Figure 1. The metal 4 layer.
The bar under the picture is 100 um long.
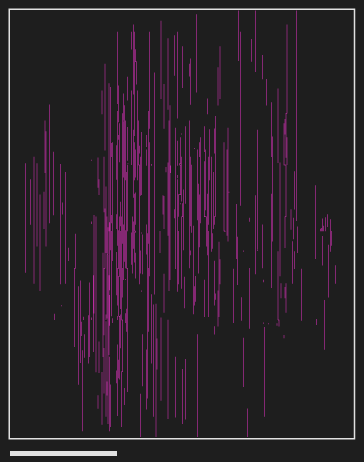
Figure 2. Cell sizes after repair.
The bar under the picture is 100 um long.
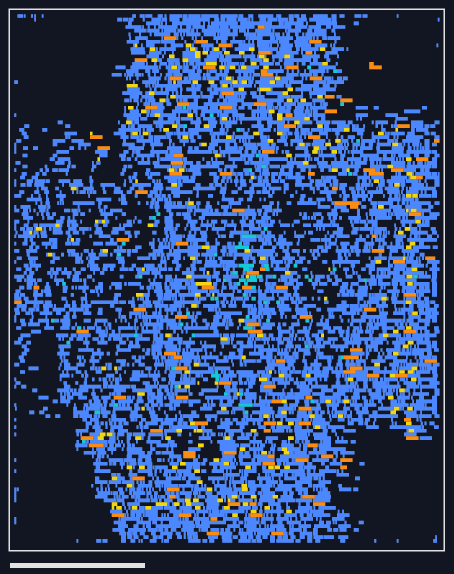
Figure 3. Clock wiring as the flow saved it.
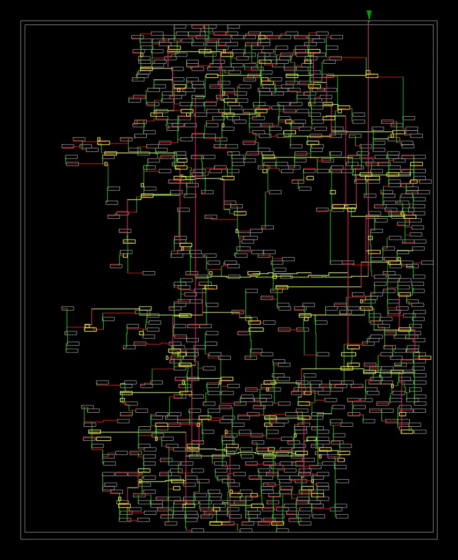
Figure 4. Clock network drawn from the DEF.
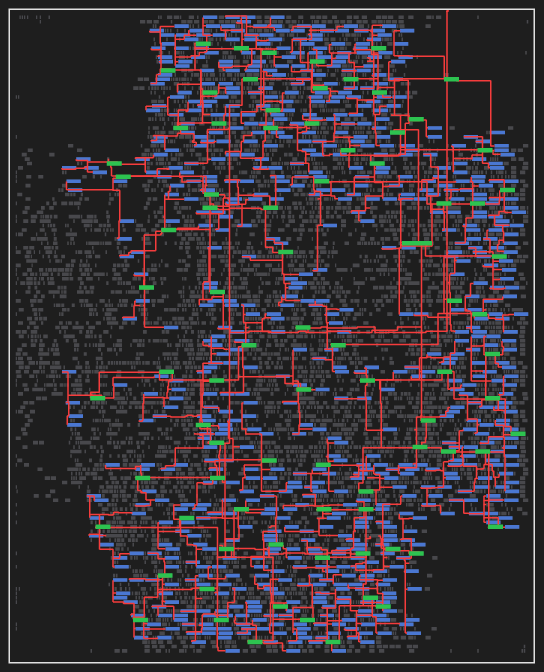
Figure 5. Ports around the boundary.
Pins as bars across the die edge, other pins in grey.
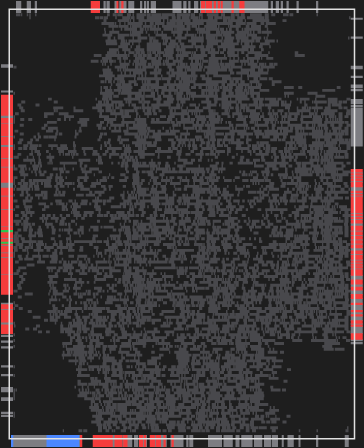
**src/rtl/dvbs2x_rx_symb_rate_decimator_pkg.sv**
```systemverilog
// Shared TX/RX symbol-rate definitions: selection encodings and decimation helpers.
package DVBS2X_SYMB_RATE_PKG;

  localparam int unsigned SYMB_RATE_SEL_NB = 2;
  localparam int unsigned NUM_SYMB_RATES   = 3;

  typedef enum logic [SYMB_RATE_SEL_NB-1:0] {
    SYMB_RATE_QUARTER = 2'd0,
    SYMB_RATE_HALF    = 2'd1,
    SYMB_RATE_FULL    = 2'd2
  } symb_rate_e;

  function automatic logic [1:0] symb_rate_decim_log2(input logic [SYMB_RATE_SEL_NB-1:0] sel);
    case (sel)
      SYMB_RATE_QUARTER: return 2'd2;
      SYMB_RATE_HALF:    return 2'd1;
      default:           return 2'd0;
    endcase
  endfunction

endpackage

```
**src/rtl/dvbs2x_rx_symb_rate_decimator_if.sv**
```systemverilog
// AXI-Stream bundle carrying packed multi-channel sample beats.
interface AXIS_int #(
  parameter int unsigned DATA_W = 256,
  parameter int unsigned ID_W   = 1,
  parameter int unsigned DEST_W = 1,
  parameter int unsigned USER_W = 1
);
  logic [DATA_W-1:0]         tdata;
  logic [(DATA_W+7)/8-1:0]   tkeep;
  logic [(DATA_W+7)/8-1:0]   tstrb;
  logic                      tvalid;
  logic                      tready;
  logic                      tlast;
  logic [ID_W-1:0]           tid;
  logic [DEST_W-1:0]         tdest;
  logic [USER_W-1:0]         tuser;

  modport Master (output tdata, tkeep, tstrb, tvalid, tlast, tid, tdest, tuser,
                  input  tready);
  modport Slave  (input  tdata, tkeep, tstrb, tvalid, tlast, tid, tdest, tuser,
                  output tready);
endinterface

```
**src/rtl/dvbs2x_rx_symb_rate_avg_round.sv**
```systemverilog
// Boxcar average of 1, 2 or 4 samples with shift; rounding is convergent when
// DVBS2X_RX_SYMB_RATE_DECIM_CONV_ROUND_EN is defined, floor otherwise.
module dvbs2x_rx_symb_rate_avg_round #(
  parameter int unsigned NB = 16
) (
  input  logic signed [NB-1:0] x0,
  input  logic signed [NB-1:0] x1,
  input  logic signed [NB-1:0] x2,
  input  logic signed [NB-1:0] x3,
  input  logic [1:0]           shift,
  output logic signed [NB-1:0] y
);
  logic signed [NB+1:0] e0, e1, e2, e3, sum, q;
  logic                 unused_hi;

  assign e0 = x0;
  assign e1 = x1;
  assign e2 = x2;
  assign e3 = x3;

  always_comb begin
    case (shift)
      2'd0:    sum = e0;
      2'd1:    sum = e0 + e1;
      default: sum = e0 + e1 + e2 + e3;
    endcase
  end

  assign q = sum >>> shift;

`ifdef DVBS2X_RX_SYMB_RATE_DECIM_CONV_ROUND_EN
  logic                 up;
  logic signed [NB+1:0] rnd;

  // Round up above half; on exactly half only when the floor result is odd.
  always_comb begin
    case (shift)
      2'd0:    up = 1'b0;
      2'd1:    up = sum[0] & q[0];
      default: up = sum[1] & (sum[0] | q[0]);
    endcase
  end

  assign rnd       = q + $signed({{(NB+1){1'b0}}, up});
  assign y         = rnd[NB-1:0];
  assign unused_hi = ^rnd[NB+1:NB];
`else
  assign y         = q[NB-1:0];
  assign unused_hi = ^q[NB+1:NB];
`endif

endmodule

```
**src/rtl/dvbs2x_rx_symb_rate_decimator.sv**
```systemverilog
// RX symbol-rate decimator: per-beat boxcar average by 1/2/4 and repack into full beats.
// Optional convergent rounding via DVBS2X_RX_SYMB_RATE_DECIM_CONV_ROUND_EN.
module dvbs2x_rx_symb_rate_decimator
  import DVBS2X_SYMB_RATE_PKG::*;
#(
  parameter int unsigned N_PARALLEL = 8,
  parameter int unsigned N_CHANNELS = 2,
  parameter int unsigned NB         = 16
) (
  input  logic                        clk_sample,
  input  logic                        areset_sample_device,
  AXIS_int.Slave                      axis_in_dvbs2x,
  AXIS_int.Master                     axis_out_dvbs2x,
  input  logic [SYMB_RATE_SEL_NB-1:0] symb_rate_sel,
  output logic                        sel_invalid
);
  localparam int unsigned P1 = N_PARALLEL / 2;
  localparam int unsigned P2 = N_PARALLEL / 4;

  if (N_PARALLEL % 4 != 0) begin : g_bad_parallel
    $error("N_PARALLEL must be divisible by 4");
  end

  typedef logic signed [NB-1:0] samp_t;

  // Zero-padded to 4*N_PARALLEL so every quarter-rate tap index stays in range.
  samp_t in_x   [4*N_PARALLEL][N_CHANNELS];
  samp_t ax     [N_PARALLEL][N_CHANNELS][4];
  samp_t avg    [N_PARALLEL][N_CHANNELS];
  samp_t s1_avg [N_PARALLEL][N_CHANNELS];
  samp_t pack_q [N_PARALLEL][N_CHANNELS];
  samp_t merged [N_PARALLEL][N_CHANNELS];
  samp_t out_q  [N_PARALLEL][N_CHANNELS];

  logic [1:0] sel_q, phase, slot, dm1, cur_log2;
  logic [1:0] s1_slot, s1_log2;
  logic       s1_valid, s1_last, out_valid;
  logic       sel_ok, rate_change, accept;
  logic       unused_ok;

  assign cur_log2    = symb_rate_decim_log2(symb_rate_sel);
  assign dm1         = {cur_log2[1], cur_log2[1] | cur_log2[0]};
  assign sel_ok      = (symb_rate_sel != 2'd3);
  assign rate_change = (symb_rate_sel != sel_q);
  assign accept      = axis_in_dvbs2x.tvalid & sel_ok;
  assign slot        = rate_change ? 2'd0 : phase;

  always_comb begin
    in_x = '{default: '0};
    for (int unsigned p = 0; p < N_PARALLEL; p++)
      for (int unsigned c = 0; c < N_CHANNELS; c++)
        in_x[p][c] = axis_in_dvbs2x.tdata[NB*(N_CHANNELS*p+c) +: NB];
  end

  always_comb begin
    ax = '{default: '0};
    for (int unsigned k = 0; k < N_PARALLEL; k++)
      for (int unsigned c = 0; c < N_CHANNELS; c++)
        for (int unsigned j = 0; j < 4; j++)
          case (cur_log2)
            2'd0:    if (j == 0) ax[k][c][j] = in_x[k][c];
            2'd1:    if (j < 2)  ax[k][c][j] = in_x[2*k+j][c];
            default:             ax[k][c][j] = in_x[4*k+j][c];
          endcase
  end

  for (genvar gk = 0; gk < N_PARALLEL; gk++) begin : g_k
    for (genvar gc = 0; gc < N_CHANNELS; gc++) begin : g_c
      dvbs2x_rx_symb_rate_avg_round #(.NB(NB)) u_avg (
        .x0(ax[gk][gc][0]), .x1(ax[gk][gc][1]),
        .x2(ax[gk][gc][2]), .x3(ax[gk][gc][3]),
        .shift(cur_log2), .y(avg[gk][gc])
      );
    end
  end

  always_ff @(posedge clk_sample or posedge areset_sample_device) begin
    if (areset_sample_device) begin
      sel_q       <= SYMB_RATE_FULL;
      sel_invalid <= 1'b0;
      phase       <= '0;
      s1_valid    <= 1'b0;
      s1_last     <= 1'b0;
      s1_slot     <= '0;
      s1_log2     <= '0;
      s1_avg      <= '{default: '0};
    end else begin
      sel_q       <= symb_rate_sel;
      sel_invalid <= ~sel_ok;
      s1_valid    <= accept;
      if (!sel_ok)
        phase <= '0;
      else if (accept)
        phase <= (slot == dm1) ? 2'd0 : slot + 2'd1;
      else if (rate_change)
        phase <= '0;
      if (accept) begin
        s1_avg  <= avg;
        s1_slot <= slot;
        s1_log2 <= cur_log2;
        s1_last <= (slot == dm1);
      end
    end
  end

  // Stale slots left by a discarded partial frame are always overwritten before output.
  always_comb begin
    merged = pack_q;
    if (s1_valid)
      for (int unsigned m = 0; m < N_PARALLEL; m++)
        for (int unsigned c = 0; c < N_CHANNELS; c++)
          case (s1_log2)
            2'd0:    merged[m][c] = s1_avg[m][c];
            2'd1:    if (s1_slot == 2'(m / P1)) merged[m][c] = s1_avg[m % P1][c];
            default: if (s1_slot == 2'(m / P2)) merged[m][c] = s1_avg[m % P2][c];
          endcase
  end

  always_ff @(posedge clk_sample or posedge areset_sample_device) begin
    if (areset_sample_device) begin
      pack_q    <= '{default: '0};
      out_q     <= '{default: '0};
      out_valid <= 1'b0;
    end else begin
      out_valid <= s1_valid & s1_last;
      if (s1_valid)
        pack_q <= merged;
      if (s1_valid && s1_last)
        out_q <= merged;
    end
  end

  always_comb begin
    axis_out_dvbs2x.tdata = '0;
    for (int unsigned p = 0; p < N_PARALLEL; p++)
      for (int unsigned c = 0; c < N_CHANNELS; c++)
        axis_out_dvbs2x.tdata[NB*(N_CHANNELS*p+c) +: NB] = out_q[p][c];
  end

  assign axis_out_dvbs2x.tvalid = out_valid;
  assign axis_out_dvbs2x.tkeep  = '1;
  assign axis_out_dvbs2x.tstrb  = '1;
  assign axis_out_dvbs2x.tlast  = 1'b1;
  assign axis_out_dvbs2x.tid    = '0;
  assign axis_out_dvbs2x.tdest  = '0;
  assign axis_out_dvbs2x.tuser  = '0;
  assign axis_in_dvbs2x.tready  = 1'b1;

  assign unused_ok = ^{axis_in_dvbs2x.tlast, axis_in_dvbs2x.tid, axis_in_dvbs2x.tdest,
                       axis_in_dvbs2x.tuser, axis_in_dvbs2x.tkeep, axis_in_dvbs2x.tstrb,
                       axis_out_dvbs2x.tready};

endmodule

```
**src/flat_wrapper.sv**
```systemverilog
// flat-port wrapper written by rule: the top's interface ports become plain ports
module dvbs2x_rx_symb_rate_decimator_flat import DVBS2X_SYMB_RATE_PKG::*;
#(
  parameter int unsigned N_PARALLEL = 8,
  parameter int unsigned N_CHANNELS = 2,
  parameter int unsigned NB         = 16
)
  (clk_sample, areset_sample_device, symb_rate_sel, sel_invalid, axis_in_dvbs2x_tdata, axis_in_dvbs2x_tkeep, axis_in_dvbs2x_tstrb, axis_in_dvbs2x_tvalid, axis_in_dvbs2x_tlast, axis_in_dvbs2x_tid, axis_in_dvbs2x_tdest, axis_in_dvbs2x_tuser, axis_in_dvbs2x_tready, axis_out_dvbs2x_tdata, axis_out_dvbs2x_tkeep, axis_out_dvbs2x_tstrb, axis_out_dvbs2x_tvalid, axis_out_dvbs2x_tlast, axis_out_dvbs2x_tid, axis_out_dvbs2x_tdest, axis_out_dvbs2x_tuser, axis_out_dvbs2x_tready);
  AXIS_int #(.DATA_W(((8)*(2)*NB))) axis_in_dvbs2x_i ();
  AXIS_int #(.DATA_W(((8)*(2)*NB))) axis_out_dvbs2x_i ();
  input  logic clk_sample;
  input  logic areset_sample_device;
  input  logic [SYMB_RATE_SEL_NB-1:0] symb_rate_sel;
  output logic sel_invalid;
  input wire logic [$bits(axis_in_dvbs2x_i.tdata)-1:0] axis_in_dvbs2x_tdata;
  input wire logic [$bits(axis_in_dvbs2x_i.tkeep)-1:0] axis_in_dvbs2x_tkeep;
  input wire logic [$bits(axis_in_dvbs2x_i.tstrb)-1:0] axis_in_dvbs2x_tstrb;
  input wire logic [$bits(axis_in_dvbs2x_i.tvalid)-1:0] axis_in_dvbs2x_tvalid;
  input wire logic [$bits(axis_in_dvbs2x_i.tlast)-1:0] axis_in_dvbs2x_tlast;
  input wire logic [$bits(axis_in_dvbs2x_i.tid)-1:0] axis_in_dvbs2x_tid;
  input wire logic [$bits(axis_in_dvbs2x_i.tdest)-1:0] axis_in_dvbs2x_tdest;
  input wire logic [$bits(axis_in_dvbs2x_i.tuser)-1:0] axis_in_dvbs2x_tuser;
  output wire logic [$bits(axis_in_dvbs2x_i.tready)-1:0] axis_in_dvbs2x_tready;
  output wire logic [$bits(axis_out_dvbs2x_i.tdata)-1:0] axis_out_dvbs2x_tdata;
  output wire logic [$bits(axis_out_dvbs2x_i.tkeep)-1:0] axis_out_dvbs2x_tkeep;
  output wire logic [$bits(axis_out_dvbs2x_i.tstrb)-1:0] axis_out_dvbs2x_tstrb;
  output wire logic [$bits(axis_out_dvbs2x_i.tvalid)-1:0] axis_out_dvbs2x_tvalid;
  output wire logic [$bits(axis_out_dvbs2x_i.tlast)-1:0] axis_out_dvbs2x_tlast;
  output wire logic [$bits(axis_out_dvbs2x_i.tid)-1:0] axis_out_dvbs2x_tid;
  output wire logic [$bits(axis_out_dvbs2x_i.tdest)-1:0] axis_out_dvbs2x_tdest;
  output wire logic [$bits(axis_out_dvbs2x_i.tuser)-1:0] axis_out_dvbs2x_tuser;
  input wire logic [$bits(axis_out_dvbs2x_i.tready)-1:0] axis_out_dvbs2x_tready;
  assign axis_in_dvbs2x_i.tdata = axis_in_dvbs2x_tdata;
  assign axis_in_dvbs2x_i.tkeep = axis_in_dvbs2x_tkeep;
  assign axis_in_dvbs2x_i.tstrb = axis_in_dvbs2x_tstrb;
  assign axis_in_dvbs2x_i.tvalid = axis_in_dvbs2x_tvalid;
  assign axis_in_dvbs2x_i.tlast = axis_in_dvbs2x_tlast;
  assign axis_in_dvbs2x_i.tid = axis_in_dvbs2x_tid;
  assign axis_in_dvbs2x_i.tdest = axis_in_dvbs2x_tdest;
  assign axis_in_dvbs2x_i.tuser = axis_in_dvbs2x_tuser;
  assign axis_in_dvbs2x_tready = axis_in_dvbs2x_i.tready;
  assign axis_out_dvbs2x_tdata = axis_out_dvbs2x_i.tdata;
  assign axis_out_dvbs2x_tkeep = axis_out_dvbs2x_i.tkeep;
  assign axis_out_dvbs2x_tstrb = axis_out_dvbs2x_i.tstrb;
  assign axis_out_dvbs2x_tvalid = axis_out_dvbs2x_i.tvalid;
  assign axis_out_dvbs2x_tlast = axis_out_dvbs2x_i.tlast;
  assign axis_out_dvbs2x_tid = axis_out_dvbs2x_i.tid;
  assign axis_out_dvbs2x_tdest = axis_out_dvbs2x_i.tdest;
  assign axis_out_dvbs2x_tuser = axis_out_dvbs2x_i.tuser;
  assign axis_out_dvbs2x_i.tready = axis_out_dvbs2x_tready;
  dvbs2x_rx_symb_rate_decimator #(.N_PARALLEL(N_PARALLEL), .N_CHANNELS(N_CHANNELS), .NB(NB)) u_core (.clk_sample(clk_sample), .areset_sample_device(areset_sample_device), .axis_in_dvbs2x(axis_in_dvbs2x_i), .axis_out_dvbs2x(axis_out_dvbs2x_i), .symb_rate_sel(symb_rate_sel), .sel_invalid(sel_invalid));
endmodule
```
**config.mk**
```make
export PLATFORM = sky130hd
export DESIGN_NAME = dvbs2x_rx_symb_rate_decimator_flat
export DESIGN_NICKNAME = d
export VERILOG_FILES = /design/src/rtl/dvbs2x_rx_symb_rate_decimator_pkg.sv /design/src/rtl/dvbs2x_rx_symb_rate_decimator_if.sv /design/src/rtl/dvbs2x_rx_symb_rate_avg_round.sv /design/src/rtl/dvbs2x_rx_symb_rate_decimator.sv /design/src/flat_wrapper.sv
export SDC_FILE = /design/constraint.sdc
export NUM_CORES = 2
export LEC_CHECK = 0
export CAP_MARGIN = 10
export CORE_ASPECT_RATIO = 1.25
export CORE_MARGIN = 3
export CORE_UTILIZATION = 40
export DETAILED_ROUTE_END_ITERATION = 8
export PLACE_DENSITY = 0.72
export SYNTH_ARGS = -nofsm -noshare
export SYNTH_HDL_FRONTEND = slang
export SYNTH_SLANG_ARGS = --single-unit
```
**constraint.sdc**
```tcl
create_clock -name clk_sample -period 38.2 [get_ports clk_sample]
set_clock_uncertainty 0.2 [all_clocks]
set_input_delay 7.64 -clock clk_sample [delete_from_list [all_inputs] [get_ports clk_sample]]
set_output_delay 7.64 -clock clk_sample [all_outputs]
set_load 0.01 [all_outputs]
```
==> results.json <==
{
  "max_cap_violations": 0,
  "yosys.area.top_type_share_pct": 39.20,
  "place_area_um2": 55850,
  "top_logic_kind": "simple AND/OR/NAND/NOR gates",
  "most_common_cell": "nand2_1",
  "port_buffers": 518,
  "clkPwrFrac_pct": 25.9,
  "cpMaxStageDelayCell": "buf_4",
  "drtIter0Drc": 5126,
  "grtUsageTotal_pct": 32.18,
  "pre_cts_slack_ns": 23.69,
  "die_w_um": 321.4,
  "ys_cells": 5855,
  "tap_cells": 1606,
  "reg2reg_from": "u_core.s1_slot[0]$_DFFE_PP0P_",
  "met1Wirelength_um": 80600,
  "final_nets": 6741,
  "hold_path.startpoint": "u_core.axis_out_dvbs2x.tdata[46]$_DFFE_PP0P_",
  "startpoint": "symb_rate_sel[0]",
  "drive_above_1_share_pct": 7.333,
  "area_growth_pct": 18.15,
  "ys_sh_aoi_pct": 16.83,
  "busiest_layer": "met2",
  "cp-end-kind": "register",
  "cp_slowest_stage_delay_ns": 0.71,
  "antenna_found_initial": 68,
  "final_cells": 7848,
  "final_util_pct": 47.61,
  "path_max_fanout": 75,
  "n_all_inverters": 198,
  "num-multi-input-gates": 4499,
  "setup_viol": 0,
  "chipArea_um2": 128600,
  "use_met3_pct": 10.42,
  "relSlewSlack_pct": 15.25,
  "crit_required_ns": 38.58,
  "fillers": 11750,
  "rr_worst_depth": 8,
  "post_cts_buffers": 0,
  "async_flop_share_pct": 100.0,
  "intPower_mw": 2.092,
  "synthMuxAreaShare_pct": 9.198,
  "yosysUniqueCellTypes": 82,
  "dp_cells": 7658,
  "gr-total-overflow": 0,
  "top_cells_by_count": "1538 x nand2_1, 779 x dfrtp_1, 439 x nor2_1, 329 x clkbuf_1, 329 x o21ai_0",
  "syn_area_um2": 49730,
  "comb_area_share_pct": 47.45,
  "grt_pass1_vias": 44640,
  "tightestPinTransition_ns": 1.271,
  "r2r-end": "u_core.pack_q[66]$_DFFE_PP0P_",
  "status": "complete, no violations",
  "grt_pass1_wl_um": 306200,
  "firstDrtPassIters": 6,
  "cts_buffer_depth": 3,
  "rows": 144,
  "ff_latch_area_um2": 19530,
  "cts-htree-levels": 3,
  "topCellsByArea": "dfrtp_1 39%, nand2_1 12%, ha_1 4.8%",
  "power_density_nw_per_um2": 56.44,
  "warnings": 131,
  "switching_power_mw": 1.224,
  "cts_resized": 0,
  "xor_share_pct": 2.659,
  "routed_wl_um": 211600,
  "path_clk_slew_ns": 0.06,
  "cts_tree": "yes",
  "fin_crit_sh_pct": 36.59,
  "cp_common_cell": "o21ai_0",
  "seq-cell-share_pct": 33.24,
  "gp_congestion": 0.9703,
  "avgSynthCellArea_um2": 8.494,
  "dp_hpwl_um": 153000,
  "top_layer": "met5",
  "hold_violations": 0,
  "dominant_cells": "logic gates",
  "grt_max_degree": 222,
  "rrSetupSlack_ns": 34.18,
  "buffers": 575,
  "io_pins": 657,
  "grt_use_met2_pct": 49.12,
  "drc": 0,
  "num_antenna_cells": 37,
  "core_um2": 123400,
  "worstPathArrival_ns": 14.35,
  "drtAntennaViolNets": 0,
  "endpoint": "u_core.s1_avg[222]$_DFFE_PP0P_",
  "synth-seq-cells": 780,
  "yosysWarnings": 0,
  "fp_util_pct": 40.30,
  "leakage_nw": 27.54,
  "p_comb_share_pct": 35.5,
  "top_area_cell": "dfrtp_1",
  "met3RoutedLength_um": 23390,
  "fin_area_um2": 58760,
  "postSynthSeqShare_pct": 39.25,
  "avgRoutedWirePerCell_um": 26.96,
  "hold_end": "u_core.axis_out_dvbs2x.tdata[46]$_DFFE_PP0P_",
  "hold_class": "register to register",
  "tns_ns": 0,
  "met1_usage_pct": 39.88,
  "fin_ws_ns": 24.22,
  "clock_latency_ns": 0.72,
  "final_common_cell": "nand2_1",
  "yosys.area_share.adder_pct": 8.051,
  "seqPwrFrac_pct": 38.6,
  "ff_type": "dfrtp_1",
  "nonClkBufAreaFrac_pct": 9.644
}
About Figure 1:
The layer holds 6.8% of the routed length. 214 nets have wire on it. The wires run mostly vertical. The longest straight run is 207 um. The layer carries 14300 um of wire.

About Figure 2:
Key: orange = _6 and larger [cells 121, share 2.0%]; blue = _0 and _1 cells [cells 5750, share 93%]; yellow = _2 cells [cells 255, share 4.1%]; cyan = _3 and _4 cells [cells 79, share 1.3%]

About Figure 3:
Seq cells: 780
number of sinks on the clock net: 780
Clock net power: 857 uW
CLK BUF: 119
Num CTS Buffers: 85

About Figure 4:
Key: red = clock wires [length 11300 um]; green = clock drivers [count 85]; blue = flip-flops [count 780]
There are 86 routed clock nets.

About Figure 5:
Key: red = axis_in_dvbs2x_tdata [pins 256, direction input, edge 132 left, 66 right, 37 bottom, 21 top]; green = symb_rate_sel [pins 2, direction input, edge left]; blue = axis_in_dvbs2x_tstrb [pins 32, direction input, edge bottom]
All pins by edge: 203 bottom, 173 left, 157 right, 124 top.

[worst max-delay path, delay by kind of cell]
| family | cells | cell delay, ns |
|---|---|---|
| adder cells (fa/ha/maj) | 4 | 1.47 |
| AND-OR/OR-AND | 10 | 2.46 |
| buffers and inverters | 4 | 1.80 |
| multiplexers | 2 | 0.49 |
| XOR/XNOR | 1 | 0.34 |
[power by group through the flow]
stage          logic, mW  clock network [mW]  registers (mW)
5_1_grt             1.29               0.895            1.30
2_1_floorplan      0.649                   0            1.26
3_5_place_dp        1.17                   0            1.29
6_report            1.18               0.857            1.28
3_3_place_gp        1.15                   0            1.28
4_1_cts             1.18               0.864            1.27
Power and IR drop assume default switching activity.
